Congestion heat map:
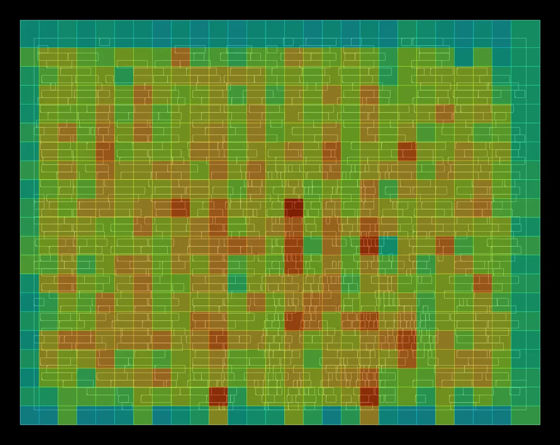
Register map, names as in the netlist:
Scale bar: 50 microns. Other sequential cells in the stronger gray, the rest of the logic in the fainter gray.
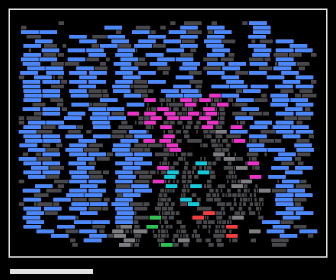
<file path="config.mk">
export PLATFORM = sky130hd
export DESIGN_NAME = jpeg_byte_stuffer_flat
export DESIGN_NICKNAME = d
export VERILOG_FILES = /design/src/rtl/jpeg_byte_stuffer_pkg.sv /design/src/rtl/jpeg_byte_stuffer_if.sv /design/src/rtl/jpeg_byte_stuffer_word_fifo.sv /design/src/rtl/jpeg_byte_stuffer.sv /design/src/flat_wrapper.sv
export SDC_FILE = /design/constraint.sdc
export NUM_CORES = 1
export LEC_CHECK = 0
export ABC_CLOCK_PERIOD_IN_PS = 3600
export CORE_AREA = 5 5 185 143
export DETAILED_ROUTE_END_ITERATION = 10
export DIE_AREA = 0 0 190 148
export PLACE_DENSITY_LB_ADDON = 0.12
export SYNTH_ARGS = -nofsm -noshare
export SYNTH_HDL_FRONTEND = slang
export SYNTH_HIERARCHICAL = 1
export SYNTH_SLANG_ARGS = --single-unit
</file>
<file path="constraint.sdc">
create_clock -name clk -period 3.6 [get_ports clk]
set_input_delay 0.54 -clock clk [delete_from_list [all_inputs] [get_ports clk]]
set_output_delay 0.54 -clock clk [all_outputs]
set_load 0.1 [all_outputs]
</file>
<file path="src/rtl/jpeg_byte_stuffer_pkg.sv">
// Shared types and constants for the JPEG output byte stuffer.
// Holds marker bytes, data_valid codes, FSM states and the FIFO entry layout.
package jpeg_pkg;

  localparam logic [7:0] SOI_HI     = 8'hFF;
  localparam logic [7:0] SOI_LO     = 8'hD8;
  localparam logic [7:0] EOI_LO     = 8'hD9;
  localparam logic [7:0] STUFF_BYTE = 8'h00;
  localparam logic [7:0] FF_BYTE    = 8'hFF;

  localparam logic [1:0] DV_NONE     = 2'b00;
  localparam logic [1:0] DV_WORD     = 2'b01;
  localparam logic [1:0] DV_LAST     = 2'b10;
  localparam logic [1:0] DV_WORD_ALT = 2'b11;

  typedef enum logic [2:0] {
    IDLE,
    SOI_FF,
    SOI_D8,
    SEND,
    STUFF,
    EOI_FF,
    EOI_D9
  } state_t;

  typedef struct packed {
    logic        last;
    logic [31:0] word;
  } fifo_entry_t;

  // Byte 0 is the most significant byte, i.e. the first one on the wire.
  function automatic logic [7:0] word_byte(input logic [31:0] w, input logic [1:0] idx);
    logic [7:0] b;
    case (idx)
      2'd0:    b = w[31:24];
      2'd1:    b = w[23:16];
      2'd2:    b = w[15:8];
      default: b = w[7:0];
    endcase
    return b;
  endfunction

endpackage

</file>
<file path="src/rtl/jpeg_byte_stuffer_if.sv">
// Word-in / byte-out bus of the byte stuffer; slave is the stuffer itself.
interface jpeg_byte_stuffer_if;

  logic [31:0] jpeg_bitstream;
  logic [1:0]  data_valid;
  logic [7:0]  byte_out;
  logic        byte_valid;
  logic        byte_ready;
  logic        eoi_done;
  logic        overflow;

  modport master (
    output jpeg_bitstream, data_valid, byte_ready,
    input  byte_out, byte_valid, eoi_done, overflow
  );

  modport slave (
    input  jpeg_bitstream, data_valid, byte_ready,
    output byte_out, byte_valid, eoi_done, overflow
  );

endinterface

</file>
<file path="src/rtl/jpeg_byte_stuffer_word_fifo.sv">
// Synchronous word FIFO with registered occupancy count.
// Push when full and pop when empty are ignored; dout shows the head entry.
module jpeg_word_fifo
  import jpeg_pkg::*;
#(
  parameter int DEPTH = 8
) (
  input  logic                     clk,
  input  logic                     rst,
  input  logic                     push,
  input  logic                     pop,
  input  fifo_entry_t              din,
  output fifo_entry_t              dout,
  output logic                     empty,
  output logic                     full,
  output logic [$clog2(DEPTH):0]   count
);

  localparam int AW = $clog2(DEPTH);

  fifo_entry_t   mem_q [DEPTH];
  logic [AW-1:0] wr_ptr_q, wr_ptr_d;
  logic [AW-1:0] rd_ptr_q, rd_ptr_d;
  logic [AW:0]   count_q, count_d;
  logic          do_push, do_pop;

  assign empty = (count_q == '0);
  assign full  = (count_q == (AW+1)'(DEPTH));
  assign count = count_q;
  assign dout  = mem_q[rd_ptr_q];

  always_comb begin
    do_push  = push && !full;
    do_pop   = pop && !empty;
    wr_ptr_d = wr_ptr_q;
    rd_ptr_d = rd_ptr_q;
    count_d  = count_q;
    // Pointers are exactly log2(DEPTH) wide so they wrap on their own.
    if (do_push) wr_ptr_d = wr_ptr_q + 1'b1;
    if (do_pop)  rd_ptr_d = rd_ptr_q + 1'b1;
    case ({do_push, do_pop})
      2'b10:   count_d = count_q + 1'b1;
      2'b01:   count_d = count_q - 1'b1;
      default: count_d = count_q;
    endcase
  end

  always_ff @(posedge clk) begin
    if (rst) begin
      wr_ptr_q <= '0;
      rd_ptr_q <= '0;
      count_q  <= '0;
    end else begin
      wr_ptr_q <= wr_ptr_d;
      rd_ptr_q <= rd_ptr_d;
      count_q  <= count_d;
    end
  end

  always_ff @(posedge clk) begin
    if (!rst && do_push) mem_q[wr_ptr_q] <= din;
  end

endmodule

</file>
<file path="src/rtl/jpeg_byte_stuffer.sv">
// Serialises buffered 32-bit entropy words MSB-first into a byte stream,
// stuffing 0x00 after data 0xFF bytes and framing each image with SOI/EOI.
module jpeg_byte_stuffer
  import jpeg_pkg::*;
#(
  parameter int DEPTH = 8
) (
  input  logic                 clk,
  input  logic                 rst,
  jpeg_byte_stuffer_if.slave   bus
);

  localparam int CW = $clog2(DEPTH) + 1;

  state_t        state_q, state_d;
  logic [31:0]   sh_q, sh_d;
  logic          last_q, last_d;
  logic [1:0]    idx_q, idx_d;
  logic          soi_pend_q, soi_pend_d;
  logic [7:0]    byte_out_q, byte_out_d;
  logic          byte_valid_q, byte_valid_d;
  logic          eoi_done_q, eoi_done_d;
  logic          overflow_q, overflow_d;

  logic          in_vld;
  logic          fifo_push, fifo_pop;
  fifo_entry_t   fifo_din, fifo_dout;
  logic          fifo_empty, fifo_full;
  logic [CW-1:0] fifo_count;

  logic          fire, advance, load;

  jpeg_word_fifo #(.DEPTH(DEPTH)) u_fifo (
    .clk   (clk),
    .rst   (rst),
    .push  (fifo_push),
    .pop   (fifo_pop),
    .din   (fifo_din),
    .dout  (fifo_dout),
    .empty (fifo_empty),
    .full  (fifo_full),
    .count (fifo_count)
  );

  always_comb begin
    in_vld        = (bus.data_valid != DV_NONE);
    fifo_push     = in_vld && !fifo_full;
    fifo_din.last = (bus.data_valid == DV_LAST);
    fifo_din.word = bus.jpeg_bitstream;
    // A drop is judged on the registered count, so a same-cycle pop does not save it.
    overflow_d    = overflow_q || (in_vld && (fifo_count == CW'(DEPTH)));
  end

  always_comb begin
    fire         = byte_valid_q && bus.byte_ready;
    advance      = 1'b0;
    load         = 1'b0;
    fifo_pop     = 1'b0;
    state_d      = state_q;
    sh_d         = sh_q;
    last_d       = last_q;
    idx_d        = idx_q;
    soi_pend_d   = soi_pend_q;
    byte_out_d   = byte_out_q;
    byte_valid_d = byte_valid_q;
    eoi_done_d   = 1'b0;

    case (state_q)
      IDLE: begin
        if (!fifo_empty) begin
          if (soi_pend_q) begin
            state_d      = SOI_FF;
            byte_out_d   = SOI_HI;
            byte_valid_d = 1'b1;
          end else begin
            load = 1'b1;
          end
        end
      end
      SOI_FF: begin
        if (fire) begin
          state_d    = SOI_D8;
          byte_out_d = SOI_LO;
        end
      end
      SOI_D8: begin
        if (fire) begin
          soi_pend_d = 1'b0;
          load       = 1'b1;
        end
      end
      SEND: begin
        if (fire) begin
          if (byte_out_q == FF_BYTE) begin
            state_d    = STUFF;
            byte_out_d = STUFF_BYTE;
          end else begin
            advance = 1'b1;
          end
        end
      end
      STUFF: begin
        if (fire) advance = 1'b1;
      end
      EOI_FF: begin
        if (fire) begin
          state_d    = EOI_D9;
          byte_out_d = EOI_LO;
        end
      end
      EOI_D9: begin
        if (fire) begin
          eoi_done_d   = 1'b1;
          soi_pend_d   = 1'b1;
          state_d      = IDLE;
          byte_valid_d = 1'b0;
        end
      end
      default: begin
        state_d      = IDLE;
        byte_valid_d = 1'b0;
      end
    endcase

    // Move past the current data byte (a stuffed 0x00 lands here too).
    if (advance) begin
      if (idx_q != 2'd3) begin
        idx_d      = idx_q + 2'd1;
        byte_out_d = word_byte(sh_q, idx_q + 2'd1);
        state_d    = SEND;
      end else if (last_q) begin
        state_d    = EOI_FF;
        byte_out_d = SOI_HI;
      end else if (!fifo_empty) begin
        load = 1'b1;
      end else begin
        state_d      = IDLE;
        byte_valid_d = 1'b0;
      end
    end

    // Pulling the head word straight into the output keeps words gap-free.
    if (load) begin
      fifo_pop     = 1'b1;
      sh_d         = fifo_dout.word;
      last_d       = fifo_dout.last;
      idx_d        = 2'd0;
      byte_out_d   = word_byte(fifo_dout.word, 2'd0);
      byte_valid_d = 1'b1;
      state_d      = SEND;
    end
  end

  always_ff @(posedge clk) begin
    if (rst) begin
      state_q      <= IDLE;
      sh_q         <= '0;
      last_q       <= 1'b0;
      idx_q        <= '0;
      soi_pend_q   <= 1'b1;
      byte_out_q   <= '0;
      byte_valid_q <= 1'b0;
      eoi_done_q   <= 1'b0;
      overflow_q   <= 1'b0;
    end else begin
      state_q      <= state_d;
      sh_q         <= sh_d;
      last_q       <= last_d;
      idx_q        <= idx_d;
      soi_pend_q   <= soi_pend_d;
      byte_out_q   <= byte_out_d;
      byte_valid_q <= byte_valid_d;
      eoi_done_q   <= eoi_done_d;
      overflow_q   <= overflow_d;
    end
  end

  assign bus.byte_out   = byte_out_q;
  assign bus.byte_valid = byte_valid_q;
  assign bus.eoi_done   = eoi_done_q;
  assign bus.overflow   = overflow_q;

endmodule

</file>
<file path="src/flat_wrapper.sv">
// flat-port wrapper written by rule: the top's interface ports become plain ports
module jpeg_byte_stuffer_flat import jpeg_pkg::*;
#(
  parameter int DEPTH = 8
)
  (clk, rst, bus_jpeg_bitstream, bus_data_valid, bus_byte_ready, bus_byte_out, bus_byte_valid, bus_eoi_done, bus_overflow);
  jpeg_byte_stuffer_if bus_i ();
  input  logic clk;
  input  logic rst;
  input wire logic [$bits(bus_i.jpeg_bitstream)-1:0] bus_jpeg_bitstream;
  input wire logic [$bits(bus_i.data_valid)-1:0] bus_data_valid;
  input wire logic [$bits(bus_i.byte_ready)-1:0] bus_byte_ready;
  output wire logic [$bits(bus_i.byte_out)-1:0] bus_byte_out;
  output wire logic [$bits(bus_i.byte_valid)-1:0] bus_byte_valid;
  output wire logic [$bits(bus_i.eoi_done)-1:0] bus_eoi_done;
  output wire logic [$bits(bus_i.overflow)-1:0] bus_overflow;
  assign bus_i.jpeg_bitstream = bus_jpeg_bitstream;
  assign bus_i.data_valid = bus_data_valid;
  assign bus_i.byte_ready = bus_byte_ready;
  assign bus_byte_out = bus_i.byte_out;
  assign bus_byte_valid = bus_i.byte_valid;
  assign bus_eoi_done = bus_i.eoi_done;
  assign bus_overflow = bus_i.overflow;
  jpeg_byte_stuffer #(.DEPTH(DEPTH)) u_core (.clk(clk), .rst(rst), .bus(bus_i));
endmodule
</file>
==> Changelog: implementation <==
### Physical design

- # Post-CTS Setup Buffers: 0
- Status: finished clean
- P_int: 6400 uW
- Vias per inst: 5.76
- Initial drt markers: 536
- Leak: 0.00478 uW
- Initial antenna violation count: 1
- Yosys cell count: 741
- Vias in the first global route: 6772
- Log Warnings: 31
- ANT nets after route: 0
- Psw: 1820 uW
- Syn Area/Cell: 17.8 sq um
- ANT cells: 0
- Clock-cell share: 7.16%
- Max Slew Vio Count: 0
- CTS Hold Bufs: 0
- Clk buf depth: 3
- Area leader, netlist: edfxtp_1
- Setup ws final: 0.585 ns
- R2R Path Start: u_core/u_fifo/count[1]$_SDFFE_PP0P_
- Post-route cell area: 15100 sq um
- Crit path max-delay family: simple AND/OR/NAND/NOR gates
- CP max FO: 7
- CTS Buf Count: 31
- Worst hold path depth: 2
- Comb/total area: 24.5%
Notes on 'congestion heat map' above:
met3 Use GR: 3.19%
Routed wire per std cell: 22.4 microns
Total GRT Usage: 18.7%
met1 Resource Use GR: 27.7%
GR peak layer: met2

Notes on 'register map, names as in the netlist' above:
u_core/sh_q -> magenta  # sequential cells 32, where center
u_core/u_fifo/mem_q -> blue  # sequential cells 264, where all over the die
u_core/u_fifo/count -> red  # sequential cells 4
u_core/bus.byte_out -> cyan  # sequential cells 8
u_core/u_fifo/wr_ptr_q -> green  # sequential cells 3
P_seq: 4270 uW
storage element area: 9190 sq um
final core occ: 61.6%

worst max path at each step:
stage,start,to,cells past startpoint
2_1_floorplan,u_core/u_fifo/count[0]$_SDFFE_PP0P_,u_core/u_fifo/mem_q[2][0]$_DFFE_PP_,6
3_3_place_gp,bus_byte_ready,u_core/u_fifo/count[3]$_SDFFE_PP0P_,11
3_5_place_dp,bus_byte_ready,u_core/u_fifo/count[3]$_SDFFE_PP0P_,11
4_1_cts,u_core/u_fifo/count[1]$_SDFFE_PP0P_,u_core/u_fifo/count[3]$_SDFFE_PP0P_,12
5_1_grt,u_core/u_fifo/count[1]$_SDFFE_PP0P_,u_core/u_fifo/count[3]$_SDFFE_PP0P_,12
6_report,u_core/u_fifo/count[1]$_SDFFE_PP0P_,u_core/u_fifo/count[3]$_SDFFE_PP0P_,12
cells by family (layout without fill, tap and decap cells):
family / Yosys count / in the layout / synth area share (%)
compound gates: 79 / 79 / 4.47
xor+xnor: 7 / 7 / 0.465
fa+ha+maj: 11 / 11 / 1.10
buf+inv: 62 / 140 / 2.73
flops: 327 / 327 / 69.7
mux: 141 / 141 / 17.5
simple gates: 114 / 114 / 4.10
per-layer routing:
layer,vias to the layer above,wire length (microns)
li1,3055,-
met1,3436,12000
met2,136,12400
met3,41,1130
met4,2,488
met5,-,13
Yosys cell counts, drive strengths merged, types with 2 or more instances:
master and instances:
o31ai 2, xnor2 2, nand3 8, clkbuf 18, dfxtp 63, a31oi 2
xor2 5, nor4 3, and3 3, mux2 33, inv 17, edfxtp 264
a211o 9, o21ai 11, mux4 66, nand2 18, a222oi 8, ha 10
or4b 2, nor3b 2, a211oi 10, nor2b 2, a21oi 21, o2bb2ai 4
a22o 2, a22oi 2, nand4 3, nor3 7, mux2i 42, buf 26
nor2 61
Power is estimated from default activity; no workload was simulated.
